$ cat src/rtl/irq_pkg.sv
// Shared definitions for the machine-level interrupt controller.
// Register offsets, cause codes, enable bit indices and FSM encoding.
package irq_pkg;

  localparam logic [4:0] OFF_MSIP    = 5'h00;
  localparam logic [4:0] OFF_CMP_LO  = 5'h04;
  localparam logic [4:0] OFF_CMP_HI  = 5'h08;
  localparam logic [4:0] OFF_TIME_LO = 5'h0C;
  localparam logic [4:0] OFF_TIME_HI = 5'h10;

  localparam logic [31:0] CAUSE_MEI = 32'h8000_000B;
  localparam logic [31:0] CAUSE_MSI = 32'h8000_0003;
  localparam logic [31:0] CAUSE_MTI = 32'h8000_0007;

  localparam int MIE_MSI = 3;
  localparam int MIE_MTI = 7;
  localparam int MIE_MEI = 11;

  typedef enum logic [1:0] {
    ST_IDLE = 2'd0,
    ST_REQ  = 2'd1,
    ST_HOLD = 2'd2
  } irq_state_e;

  typedef struct packed {
    logic mei;
    logic msi;
    logic mti;
  } irq_pend_t;

  function automatic logic [31:0] sel_cause(
    input irq_pend_t p
  );
    logic [31:0] c;
    c = CAUSE_MTI;
    if (p.mei)      c = CAUSE_MEI;
    else if (p.msi) c = CAUSE_MSI;
    return c;
  endfunction

endpackage

$ cat src/rtl/irq_sync2.sv
// Two-flop synchronizer for a single asynchronous level.
// Both stages clear to 0 on synchronous reset.
module irq_sync2 (
  input  logic clk,
  input  logic rst,
  input  logic d,
  output logic q
);

  logic s1;

  always_ff @(posedge clk) begin
    if (rst) begin
      s1 <= 1'b0;
      q  <= 1'b0;
    end else begin
      s1 <= d;
      q  <= s1;
    end
  end

endmodule

$ cat src/rtl/irq_ctrl.sv
// Machine interrupt controller: MSIP, optional mtime/mtimecmp, MEIP sync.
// Timer storage exists only when IRQ_CTRL_MTIME_EN is defined.
module irq_ctrl
  import irq_pkg::*;
(
  input  logic        clk,
  input  logic        rst,
  input  logic        ext_irq_in,
  input  logic        bus_we,
  input  logic        bus_re,
  input  logic [4:0]  bus_addr,
  input  logic [31:0] bus_wdata,
  output logic [31:0] bus_rdata,
  input  logic        mstatus_mie,
  input  logic [31:0] mie,
  input  logic        irq_ack,
  output logic        irq_req,
  output logic [31:0] irq_cause
);

  logic        meip;
  logic        mtip;
  logic        msip;
  logic [31:0] rd_val;
  irq_pend_t   pend;
  logic        any_pend;
  irq_state_e  state_q;
  irq_state_e  state_d;
  logic        unused_ok;

  assign unused_ok = ^{mie[31:12], mie[10:8], mie[6:4],
                       mie[2:0], bus_wdata[31:1]};

  irq_sync2 u_sync (
    .clk (clk),
    .rst (rst),
    .d   (ext_irq_in),
    .q   (meip)
  );

  always_ff @(posedge clk) begin
    if (rst) begin
      msip <= 1'b0;
    end else if (bus_we && bus_addr == OFF_MSIP) begin
      msip <= bus_wdata[0];
    end
  end

`ifdef IRQ_CTRL_MTIME_EN
  logic [63:0] mtime;
  logic [63:0] mtimecmp;

  // A write to either half of mtime suppresses that cycle's tick.
  always_ff @(posedge clk) begin
    if (rst) begin
      mtime    <= '0;
      mtimecmp <= '1;
    end else begin
      if (bus_we && bus_addr == OFF_TIME_LO) begin
        mtime[31:0] <= bus_wdata;
      end else if (bus_we && bus_addr == OFF_TIME_HI) begin
        mtime[63:32] <= bus_wdata;
      end else begin
        mtime <= mtime + 64'd1;
      end
      if (bus_we && bus_addr == OFF_CMP_LO) begin
        mtimecmp[31:0] <= bus_wdata;
      end
      if (bus_we && bus_addr == OFF_CMP_HI) begin
        mtimecmp[63:32] <= bus_wdata;
      end
    end
  end

  assign mtip = (mtime >= mtimecmp);

  always_comb begin
    rd_val = '0;
    unique case (bus_addr)
      OFF_MSIP:    rd_val = {31'd0, msip};
      OFF_CMP_LO:  rd_val = mtimecmp[31:0];
      OFF_CMP_HI:  rd_val = mtimecmp[63:32];
      OFF_TIME_LO: rd_val = mtime[31:0];
      OFF_TIME_HI: rd_val = mtime[63:32];
      default:     rd_val = '0;
    endcase
  end
`else
  assign mtip = 1'b0;

  always_comb begin
    rd_val = '0;
    if (bus_addr == OFF_MSIP) begin
      rd_val = {31'd0, msip};
    end
  end
`endif

  always_ff @(posedge clk) begin
    if (rst) begin
      bus_rdata <= '0;
    end else if (bus_re) begin
      bus_rdata <= rd_val;
    end
  end

  assign pend.mei = meip & mie[MIE_MEI] & mstatus_mie;
  assign pend.msi = msip & mie[MIE_MSI] & mstatus_mie;
  assign pend.mti = mtip & mie[MIE_MTI] & mstatus_mie;
  assign any_pend = |pend;

  always_ff @(posedge clk) begin
    if (rst) begin
      state_q <= ST_IDLE;
    end else begin
      state_q <= state_d;
    end
  end

  // Ack beats withdrawal so the exception unit always sees HOLD.
  always_comb begin
    state_d = state_q;
    unique case (state_q)
      ST_IDLE: if (any_pend) state_d = ST_REQ;
      ST_REQ: begin
        if (irq_ack)        state_d = ST_HOLD;
        else if (!any_pend) state_d = ST_IDLE;
      end
      ST_HOLD: state_d = ST_IDLE;
      default: state_d = ST_IDLE;
    endcase
  end

  always_comb begin
    irq_req = (state_q == ST_REQ);
  end

  always_ff @(posedge clk) begin
    if (rst) begin
      irq_cause <= '0;
    end else if (state_q == ST_IDLE && any_pend) begin
      irq_cause <= sel_cause(pend);
    end
  end

endmodule
$ cat config.mk
export PLATFORM = sky130hd
export DESIGN_NAME = irq_ctrl
export DESIGN_NICKNAME = d
export VERILOG_FILES = /design/src/rtl/irq_pkg.sv /design/src/rtl/irq_sync2.sv /design/src/rtl/irq_ctrl.sv
export SDC_FILE = /design/constraint.sdc
export NUM_CORES = 1
export LEC_CHECK = 0
export ABC_CLOCK_PERIOD_IN_PS = 2720
export CAP_MARGIN = 30
export CORE_UTILIZATION = 23
export CTS_CLUSTER_SIZE = 8
export DETAILED_ROUTE_END_ITERATION = 8
export PLACE_DENSITY = 0.87
export SYNTH_ARGS = -nofsm -noshare
export SYNTH_HDL_FRONTEND = slang
export SYNTH_SLANG_ARGS = --single-unit
$ cat constraint.sdc
create_clock -name clk -period 2.72 [get_ports clk]
set_clock_uncertainty 0.15 [all_clocks]
set_input_delay 0.816 -clock clk [delete_from_list [all_inputs] [get_ports clk]]
set_output_delay 0.816 -clock clk [all_outputs]
set_load 0.02 [all_outputs]
Figure 1. PDN straps and rails (run 1).
Scale bar: 20 µm. Pins as bars on the die edge.
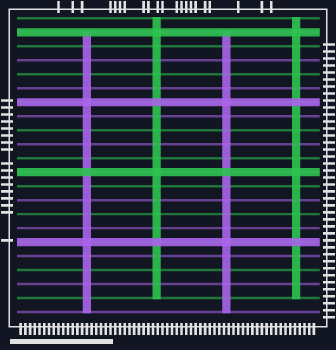
- green: VDD
- purple: VSS
- met1 rails: 22
- rows: 21
- signal pins: 141
- met5 straps: 4
maximum vdd drop: 0.000185 V
core area: 0.00336 mm²
Die W: 61.5 µm

Figure 2. Placement by cell class (run 1).
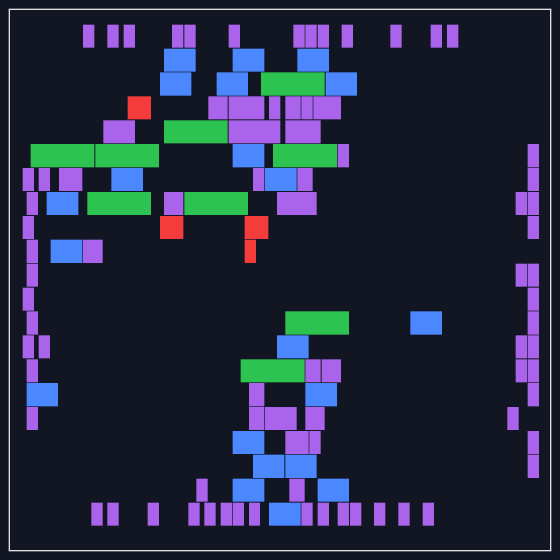
- green: sequential cells (cells 9; share of their area 22%)
- red: clock drivers and dummy loads (cells 4; share of their area 3.2%)
- blue: remaining buffers and delay cells (cells 21; share of their area 26%)
- purple: remaining logic cells (cells 83; share of their area 49%)

==> results.json, run 1 <==
{
  "top_logic_kind": "buffers and inverters",
  "ys_area_um2": 813,
  "top_area_share_pct": 55.4,
  "clockBufferCount": 4,
  "hold_path_class": "flip-flop to flip-flop",
  "drv_slew": 0,
  "fin_ws_ns": 0.382,
  "syn_inst": 96,
  "ys_cells": 96,
  "crit_end": "irq_req",
  "setup_viol": 0,
  "rsz0062_at_grt": "false",
  "rr_endpoint": "irq_cause[3]$_SDFFE_PP0P_",
  "place_congestion": 0.723,
  "dieArea_mm2": 0.00378,
  "drt-initial-drc-count": 6,
  "path_max_fanout": 4,
  "p_seq_mw": 0.135,
  "totalWireLength_um": 1050,
  "htreeDepth": 1,
  "synthTopCellsByArea": "buf_4 (55%), dfxtp_1 (22%), o32ai_2 (2.0%), nor3b_1 (1.8%), a22oi_2 (1.5%)",
  "cts_root_buf": "clkbuf_4",
  "synth_top_cell_by_area": "buf_4",
  "placed_area_um2": 841,
  "num-nonclk-inverters": 0,
  "post_cts_resized": 0,
  "combPwrFrac_pct": 31.3,
  "holdWs_ns": 0.286,
  "edf_count": 0,
  "wl_met2_um": 596,
  "p_total_mw": 0.345,
  "antenna_left": 0,
  "rows": 21,
  "syn_area_per_cell_um2": 8.47,
  "async_reset_ff_share_pct": 0,
  "cts_buffers": 3,
  "grt_max_degree": 11,
  "path_depth": 2,
  "ys_sh_adder_pct": 0,
  "post-place-ws_ns": 0.515,
  "outcome": "completed",
  "clock_latency_ns": 0.25
}
Figure 3. Routed clock nets over the placement (run 1).
Scale bar: 20 µm.
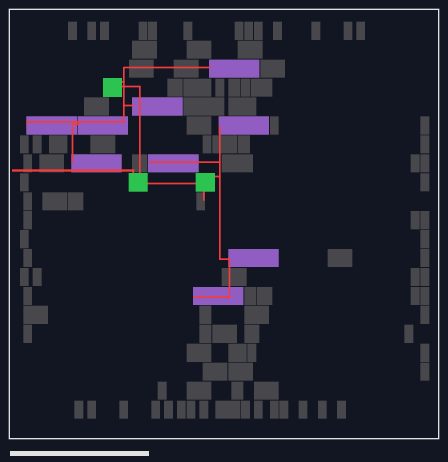
- green: clock-net drivers (count 3)
- purple: flip-flops (count 9)
- red: clock wires (length 132 µm)
- routed clock nets: 4
clock share of power: 29.4%
clk pwr: 0.102 mW

Figure 4. Clock wiring as the flow saved it (run 1).
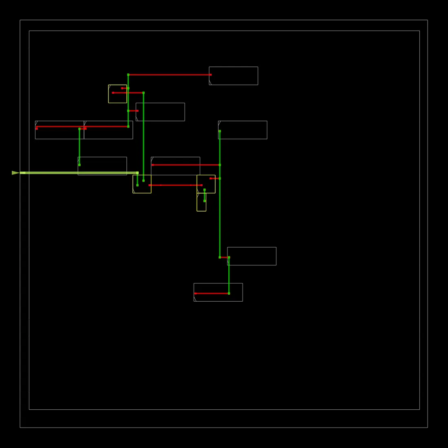

==> run 2: changes to the inputs <==
--- a/config.mk
+++ b/config.mk
@@ -7,10 +7,13 @@
 export LEC_CHECK = 0
 export ABC_CLOCK_PERIOD_IN_PS = 2720
 export CAP_MARGIN = 30
-export CORE_UTILIZATION = 23
+export CELL_PAD_IN_SITES_DETAIL_PLACEMENT = 2
+export CELL_PAD_IN_SITES_GLOBAL_PLACEMENT = 2
+export CORE_UTILIZATION = 10
+export CTS_CLUSTER_DIAMETER = 200
 export CTS_CLUSTER_SIZE = 8
 export DETAILED_ROUTE_END_ITERATION = 8
-export PLACE_DENSITY = 0.87
+export PLACE_DENSITY = 0.92
 export SYNTH_ARGS = -nofsm -noshare
 export SYNTH_HDL_FRONTEND = slang
 export SYNTH_SLANG_ARGS = --single-unit
Figure 5. Clock wiring as the flow saved it (run 2).
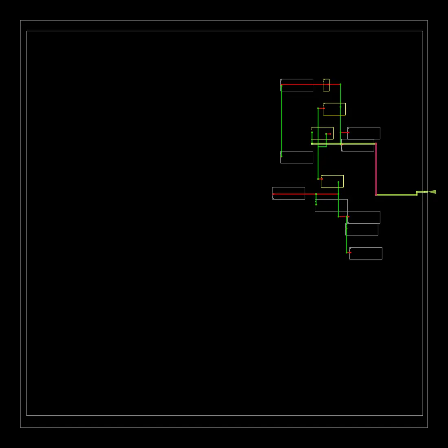
clk pwr: 0.148 mW
flop count: 9
cts bufs inserted: 3
Clock buffer cells: 4
CTS sink count: 9

==> run 2 against run 1 <==
  * Register-to-register slack hardly changed
  * Global-route usage is 2.3 points lower
  * Highest routed layer is now met4
  * Combinational power hardly changed
  * Utilization is 14 points lower
  * Hold slack hardly changed
  * Total power is 14% higher
  * Critical path depth stayed put
  * Sequential power hardly changed
  * Largest power group is now clock
  * Die size is 120% higher
  * Sequential share of layout area is 1.9 points lower
==> results.json, run 2 <==
{
  "top_logic_kind": "buffers and inverters",
  "path_depth": 2,
  "placed_area_um2": 911,
  "drv_slew": 0,
  "core-area_mm2": 0.00781,
  "synth_top_cell_by_area": "buf_4",
  "ys_cells": 96,
  "post_cts_resized": 0,
  "syn_area_per_cell_um2": 8.47,
  "grt_max_degree": 11,
  "ys_seq_share_pct": 22.2,
  "cp-startpoint": "state_q[1]$_SDFFE_PP0P_",
  "outcome": "completed",
  "top_area_share_pct": 55.4,
  "die_w_um": 92.2,
  "required_ns": 1.75,
  "combPwrFrac_pct": 28.0,
  "fin_ws_ns": 0.412,
  "num-nonclk-inverters": 0,
  "antenna_left": 0,
  "dieArea_mm2": 0.00850,
  "ys_sh_adder_pct": 0,
  "totalWireLength_um": 1410,
  "crit_end": "irq_req",
  "synthTopCellsByArea": "buf_4 (55%), dfxtp_1 (22%), o32ai_2 (2.0%), nor3b_1 (1.8%), a22oi_2 (1.5%)",
  "wl_met2_um": 844,
  "async_reset_ff_share_pct": 0,
  "setup_viol": 0,
  "post-place-ws_ns": 0.520,
  "path_max_fanout": 4,
  "ff_type": "dfxtp_1",
  "period_needed_ns": 2.31,
  "syn_inst": 96,
  "ys_area_um2": 813,
  "fin_util_pct": 12.2,
  "edf_count": 0,
  "rows": 32,
  "rr_endpoint": "irq_cause[3]$_SDFFE_PP0P_",
  "drt-initial-drc-count": 3,
  "hold_path_class": "flip-flop to flip-flop",
  "htreeDepth": 1,
  "min_from": "u_sync.s1$_SDFF_PP0_",
  "max-vdd-ir-drop_v": 0.0000976
}
Figure 6. PDN straps and rails (run 2).
Scale bar: 20 µm. Pins as bars on the die edge.
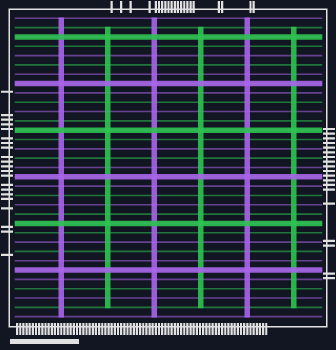
- green: VDD
- purple: VSS
- met4 straps: 6
- met5 straps: 6

==> run 3: changes to the inputs <==
--- a/config.mk
+++ b/config.mk
@@ -5,7 +5,7 @@
 export SDC_FILE = /design/constraint.sdc
 export NUM_CORES = 1
 export LEC_CHECK = 0
-export ABC_CLOCK_PERIOD_IN_PS = 2720
+export ABC_CLOCK_PERIOD_IN_PS = 2300
 export CAP_MARGIN = 30
 export CELL_PAD_IN_SITES_DETAIL_PLACEMENT = 2
 export CELL_PAD_IN_SITES_GLOBAL_PLACEMENT = 2
==> constraint.sdc (replaced) <==
create_clock -name clk -period 2.3 [get_ports clk]
set_clock_uncertainty 0.15 [all_clocks]
set_input_delay 0.69 -clock clk [delete_from_list [all_inputs] [get_ports clk]]
set_output_delay 0.69 -clock clk [all_outputs]
set_load 0.02 [all_outputs]
Figure 7. Placement by cell class (run 3).
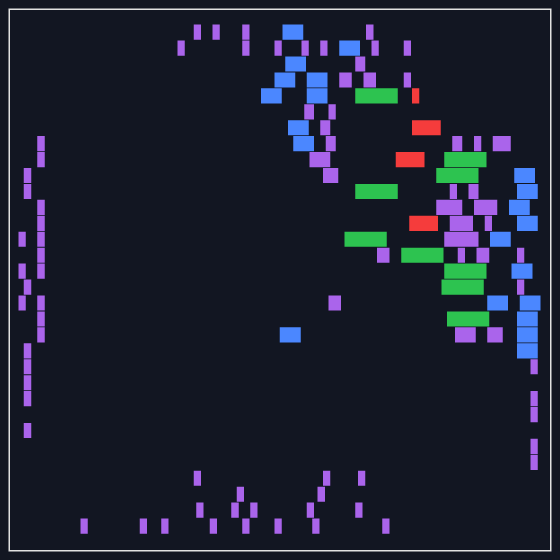
- blue: remaining buffers and delay cells (cells 21; share of their area 25%)
- purple: remaining logic cells (cells 83; share of their area 47%)
- green: sequential cells (cells 9; share of their area 22%)
- red: clock drivers and dummy loads (cells 4; share of their area 5.4%)
FP Rows: 32
post-route core utilization: 12.2%
core area: 0.00781 mm²

Figure 8. Routed clock nets over the placement (run 3).
Scale bar: 20 µm.
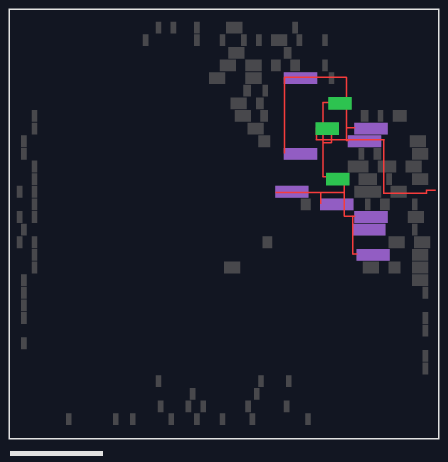
- green: clock-net drivers (count 3)
- red: clock wires (length 146 µm)
- purple: flip-flops (count 9)
- routed clock nets: 4

==> run 3 against run 2 <==
  * Clock power increased by 18%
  * Area after synthesis is the same
  * Sequential power up 18%
  * Sequential cell count is the same
  * Critical path type unchanged
  * Die size unchanged
  * First-iteration DRC count unchanged
  * Synthesized cell count is the same
==> results.json, run 3 <==
{
  "outcome": "completed",
  "pwr.group.clock_mw": 0.175,
  "rr_endpoint": "irq_cause[3]$_SDFFE_PP0P_",
  "cts_buffers": 3,
  "path_depth": 2,
  "edf_count": 0,
  "num-nonclk-inverters": 0,
  "synthTopCellsByArea": "buf_4 (55%), dfxtp_1 (22%), o32ai_2 (2.0%), nor3b_1 (1.8%), a22oi_2 (1.5%)",
  "setup_viol": 0,
  "die_w_um": 92.2,
  "p_seq_mw": 0.161,
  "path_max_fanout": 4,
  "top_logic_kind": "buffers and inverters",
  "antenna_left": 0,
  "fin_ws_ns": 0.118,
  "syn_area_per_cell_um2": 8.47,
  "ff_type": "dfxtp_1",
  "holdWs_ns": 0.286,
  "flops": 9,
  "top_area_share_pct": 55.4,
  "htreeDepth": 1,
  "combPwrFrac_pct": 28.0,
  "ys_sh_adder_pct": 0,
  "cp-startpoint": "state_q[1]$_SDFFE_PP0P_"
}

==> notes/layouts.md <==
Pictures saved along the way, in no particular order.

Wiring by layer.
Scale bar: 20 µm.
(a)
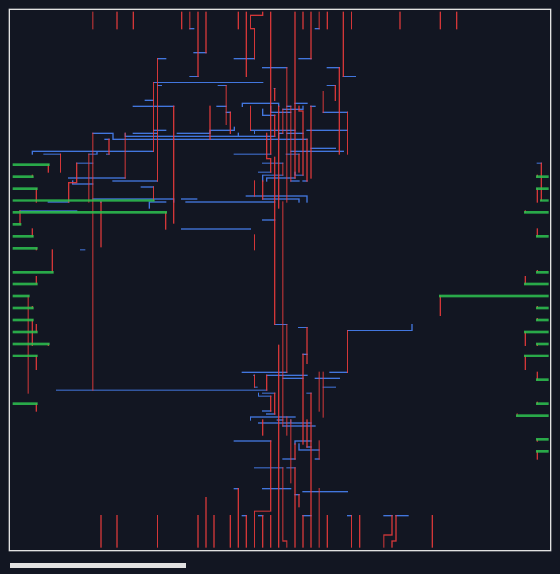
(b)
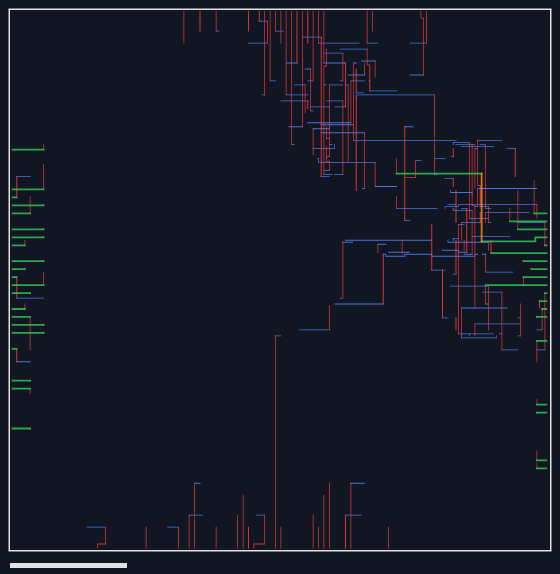
Run 1 is (a).
Run 3 is (b).
Of these, most wire: (b)

Power is estimated from default activity; no workload was simulated.
